### src/rtl/frontend_pipe_regs.sv
// Fetch PC, IF/ID and ID/EX registers of the 5-stage core, applying hazard-unit
// stall/flush/redirect requests each edge, plus stall/flush event counters.
module frontend_pipe_regs #(
    parameter int               XLEN     = 32,
    parameter int               CTRL_W   = 12,
    parameter logic [XLEN-1:0]  RESET_PC = '0
) (
    input  logic              clk,
    input  logic              reset,
    input  logic              StallF,
    input  logic              StallD,
    input  logic              FlushD,
    input  logic              FlushE,
    input  logic              PCSrcE,
    input  logic [XLEN-1:0]   PCTargetE,
    input  logic [31:0]       InstrF,
    output logic [XLEN-1:0]   PCF,
    output logic [31:0]       InstrD,
    output logic [XLEN-1:0]   PCD,
    output logic [XLEN-1:0]   PCPlus4D,
    output logic              ValidD,
    input  logic [XLEN-1:0]   RD1D,
    input  logic [XLEN-1:0]   RD2D,
    input  logic [XLEN-1:0]   ImmExtD,
    input  logic [4:0]        Rs1D,
    input  logic [4:0]        Rs2D,
    input  logic [4:0]        RdD,
    input  logic [CTRL_W-1:0] CtrlD,
    output logic [XLEN-1:0]   RD1E,
    output logic [XLEN-1:0]   RD2E,
    output logic [XLEN-1:0]   ImmExtE,
    output logic [XLEN-1:0]   PCE,
    output logic [XLEN-1:0]   PCPlus4E,
    output logic [4:0]        Rs1E,
    output logic [4:0]        Rs2E,
    output logic [4:0]        RdE,
    output logic [CTRL_W-1:0] CtrlE,
    output logic              ValidE,
    output logic [31:0]       StallCount,
    output logic [31:0]       FlushCount
);

    localparam logic [31:0] NOP = 32'h0000_0013;

    typedef struct packed {
        logic [31:0]     instr;
        logic [XLEN-1:0] pc;
        logic [XLEN-1:0] pcPlus4;
        logic            valid;
    } ifIdT;

    typedef struct packed {
        logic [XLEN-1:0]   rd1;
        logic [XLEN-1:0]   rd2;
        logic [XLEN-1:0]   immExt;
        logic [XLEN-1:0]   pc;
        logic [XLEN-1:0]   pcPlus4;
        logic [4:0]        rs1;
        logic [4:0]        rs2;
        logic [4:0]        rd;
        logic [CTRL_W-1:0] ctrl;
        logic              valid;
    } idExT;

    logic [XLEN-1:0] pcQ;
    logic [XLEN-1:0] pcPlus4F;
    ifIdT            ifIdQ;
    idExT            idExQ;
    logic [31:0]     stallCnt;
    logic [31:0]     flushCnt;

    assign pcPlus4F = pcQ + XLEN'(4);

    // Redirect takes priority over a fetch stall.
    always_ff @(posedge clk) begin
        if (reset)        pcQ <= RESET_PC;
        else if (PCSrcE)  pcQ <= PCTargetE;
        else if (!StallF) pcQ <= pcPlus4F;
    end

    // Flush beats stall: a squashed slot must not survive a held stage.
    always_ff @(posedge clk) begin
        if (reset || FlushD) begin
            ifIdQ <= '{instr: NOP, pc: '0, pcPlus4: '0, valid: 1'b0};
        end else if (!StallD) begin
            ifIdQ <= '{instr: InstrF, pc: pcQ, pcPlus4: pcPlus4F, valid: 1'b1};
        end
    end

    // No stall here; a held decode slot reaches EX as a bubble via FlushE.
    always_ff @(posedge clk) begin
        if (reset || FlushE) begin
            idExQ <= '0;
        end else begin
            idExQ <= '{rd1: RD1D, rd2: RD2D, immExt: ImmExtD, pc: ifIdQ.pc,
                       pcPlus4: ifIdQ.pcPlus4, rs1: Rs1D, rs2: Rs2D, rd: RdD,
                       ctrl: CtrlD, valid: ifIdQ.valid};
        end
    end

    always_ff @(posedge clk) begin
        if (reset) begin
            stallCnt <= '0;
            flushCnt <= '0;
        end else begin
            if (StallF) stallCnt <= stallCnt + 32'd1;
            if (FlushE) flushCnt <= flushCnt + 32'd1;
        end
    end

    assign PCF        = pcQ;
    assign InstrD     = ifIdQ.instr;
    assign PCD        = ifIdQ.pc;
    assign PCPlus4D   = ifIdQ.pcPlus4;
    assign ValidD     = ifIdQ.valid;
    assign RD1E       = idExQ.rd1;
    assign RD2E       = idExQ.rd2;
    assign ImmExtE    = idExQ.immExt;
    assign PCE        = idExQ.pc;
    assign PCPlus4E   = idExQ.pcPlus4;
    assign Rs1E       = idExQ.rs1;
    assign Rs2E       = idExQ.rs2;
    assign RdE        = idExQ.rd;
    assign CtrlE      = idExQ.ctrl;
    assign ValidE     = idExQ.valid;
    assign StallCount = stallCnt;
    assign FlushCount = flushCnt;

endmodule

### config.mk
export PLATFORM = sky130hd
export DESIGN_NAME = frontend_pipe_regs
export DESIGN_NICKNAME = d
export VERILOG_FILES = /design/src/rtl/frontend_pipe_regs.sv
export SDC_FILE = /design/constraint.sdc
export NUM_CORES = 1
export LEC_CHECK = 0
export CAP_MARGIN = 20
export CORE_AREA = 2 2 224 226
export CTS_CLUSTER_SIZE = 8
export DETAILED_ROUTE_END_ITERATION = 8
export DIE_AREA = 0 0 226 228
export PLACE_DENSITY = 0.53
export SYNTH_ARGS = -nofsm -noshare
export SYNTH_HDL_FRONTEND = slang
export SYNTH_SLANG_ARGS = --single-unit
### constraint.sdc
create_clock -name clk -period 6.1 [get_ports clk]
set_clock_uncertainty 0.1 [all_clocks]
set_input_delay 1.22 -clock clk [delete_from_list [all_inputs] [get_ports clk]]
set_output_delay 1.22 -clock clk [all_outputs]
set_load 0.05 [all_outputs]
Figure 1. The metal 1 layer.
Bar = 50 µm.
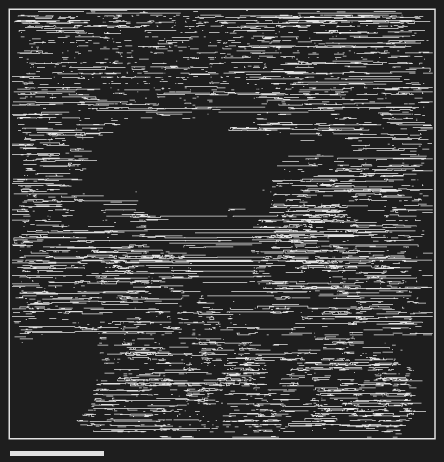
longest straight run: 78.7 µm
nets with wire on the layer: 1883
share of all routed wire: 42%

Figure 2. Metal 2.
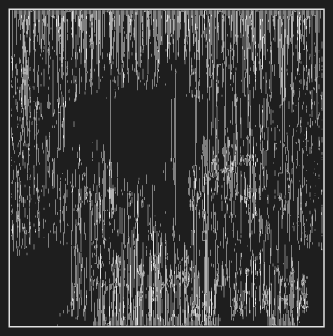
share of all routed wire: 49%
longest straight run: 110 µm

Figure 3. Local utilization.
Bar = 50 µm. The die is cut into 23 by 23 equal tiles; black is low, pale yellow is high, 0 to 100% covered.
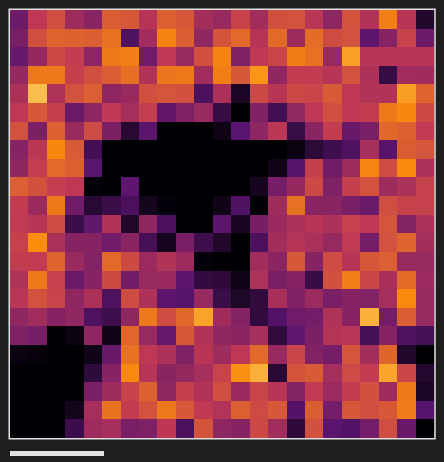
mean over tiles: 39%
nearly empty tiles: 12%
fullest tile: 86%
emptiest ninth of the die: center
tiles over 75% full: 1.9%

Figure 4. Routing congestion.
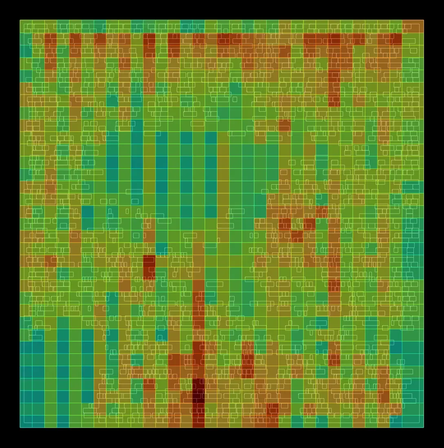
met2 Use GR: 30.6%
gr usage total: 18.1%

Figure 5. Signal metal coverage by tile.
Bar = 50 µm. The die is cut into 23 by 23 equal tiles; black is low, pale yellow is high, scaled to the fullest tile. Values are wire area over tile area, all layers added.
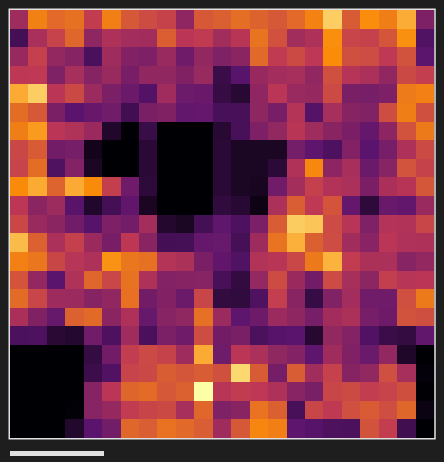
fullest tile: 0.38
emptiest ninth of the die: center
tiles over half the peak: 32%
mean over tiles: 0.15
nearly empty tiles: 8.1%

kinds of logic (layout without fill, tap and decap cells):
group	Yosys count	count (layout)	synth area share, %
XOR/XNOR	105	105	6.91
multiplexers	73	73	5.49
buffers and inverters	126	671	3.89
AND/OR/NAND/NOR	554	554	22.2
AND-OR/OR-AND	105	105	4.51
adder cells (fa/ha/maj)	3	3	0.282
flip-flops	377	377	56.7
worst max-delay path by stage:
| stage | slack, ns | start | end |
|---|---|---|---|
| after detailed placement | 1.90 | FlushE | FlushCount[28] |
| after floorplan | 3.36 | StallD | InstrD[1] |
| final | 2.51 | FlushE | FlushCount[28] |
| after global placement | 2.01 | FlushE | FlushCount[24] |
| after global routing | 2.29 | FlushE | FlushCount[22] |
| after CTS | 2.52 | FlushE | FlushCount[28] |
==> metrics.yaml <==
synthesis:
  syn_area_um2: 13300
  syn_area_per_cell_um2: 9.91
  fp_nets: 1540
  yosys_area_um2: 13300
setup_path:
  cp-start-kind: "primary input"
  crit_slowest_cell: "clkdlybuf4s50_1"
  cp_num_buf_inv: 1
  crit_chain: "clkdlybuf4s50_1, and4_1, nand4_1, nor4_1, xnor2_1, nor2_1"
  rr_worst_depth: 6
  rrSetupSlack_ns: 3.21
  critPathRequiredTime_ns: 6.44
  worstReg2RegEnd: "PCPlus4D[30]"
route:
  drtIter0Drc: 404
  drc_errors: 0
  wl_met3_mm: 3.44
  drtPass1Iterations: 4
final_layout:
  drive_gt1_share_pct: 4.50
  inverters: 29
  nFillCells: 4807
  comb-cell-share_pct: 25.1
  comb.multi_input.count: 840
  lay_top_cells: "clkdlybuf4s50_1 (572), dfxtp_1 (377), and2_1 (174)"
flow_run:
  drv_cap: 0
  tool_warnings: 28
pwr:
  p_switching_mw: 1.53
  pg_clk_mw: 2.61
  p_leak_nw: 7.61
  pwr-share-comb_pct: 12.1
  top_power_group: "sequential cells"
run_status:
  outcome: "finished clean"
clock_tree:
  cts_buffers: 53
  clk_pin_slew_ns: 0.05
  cts_sinks: 377
final_timing:
  max_slew_margin_pct: 31.1
  setup_ws_ns: 2.51
  hold_viol: 0
placed_design:
  hpwl_mm: 35.2
  port_buffers: 574
hold_path:
  min_to: "PCPlus4E[22]"
  hold_path_class: "reg -> reg"
grt:
  grt_pass1_vias: 10900
die:
  core_area_um2: 49300
Power is estimated from default activity; no workload was simulated.
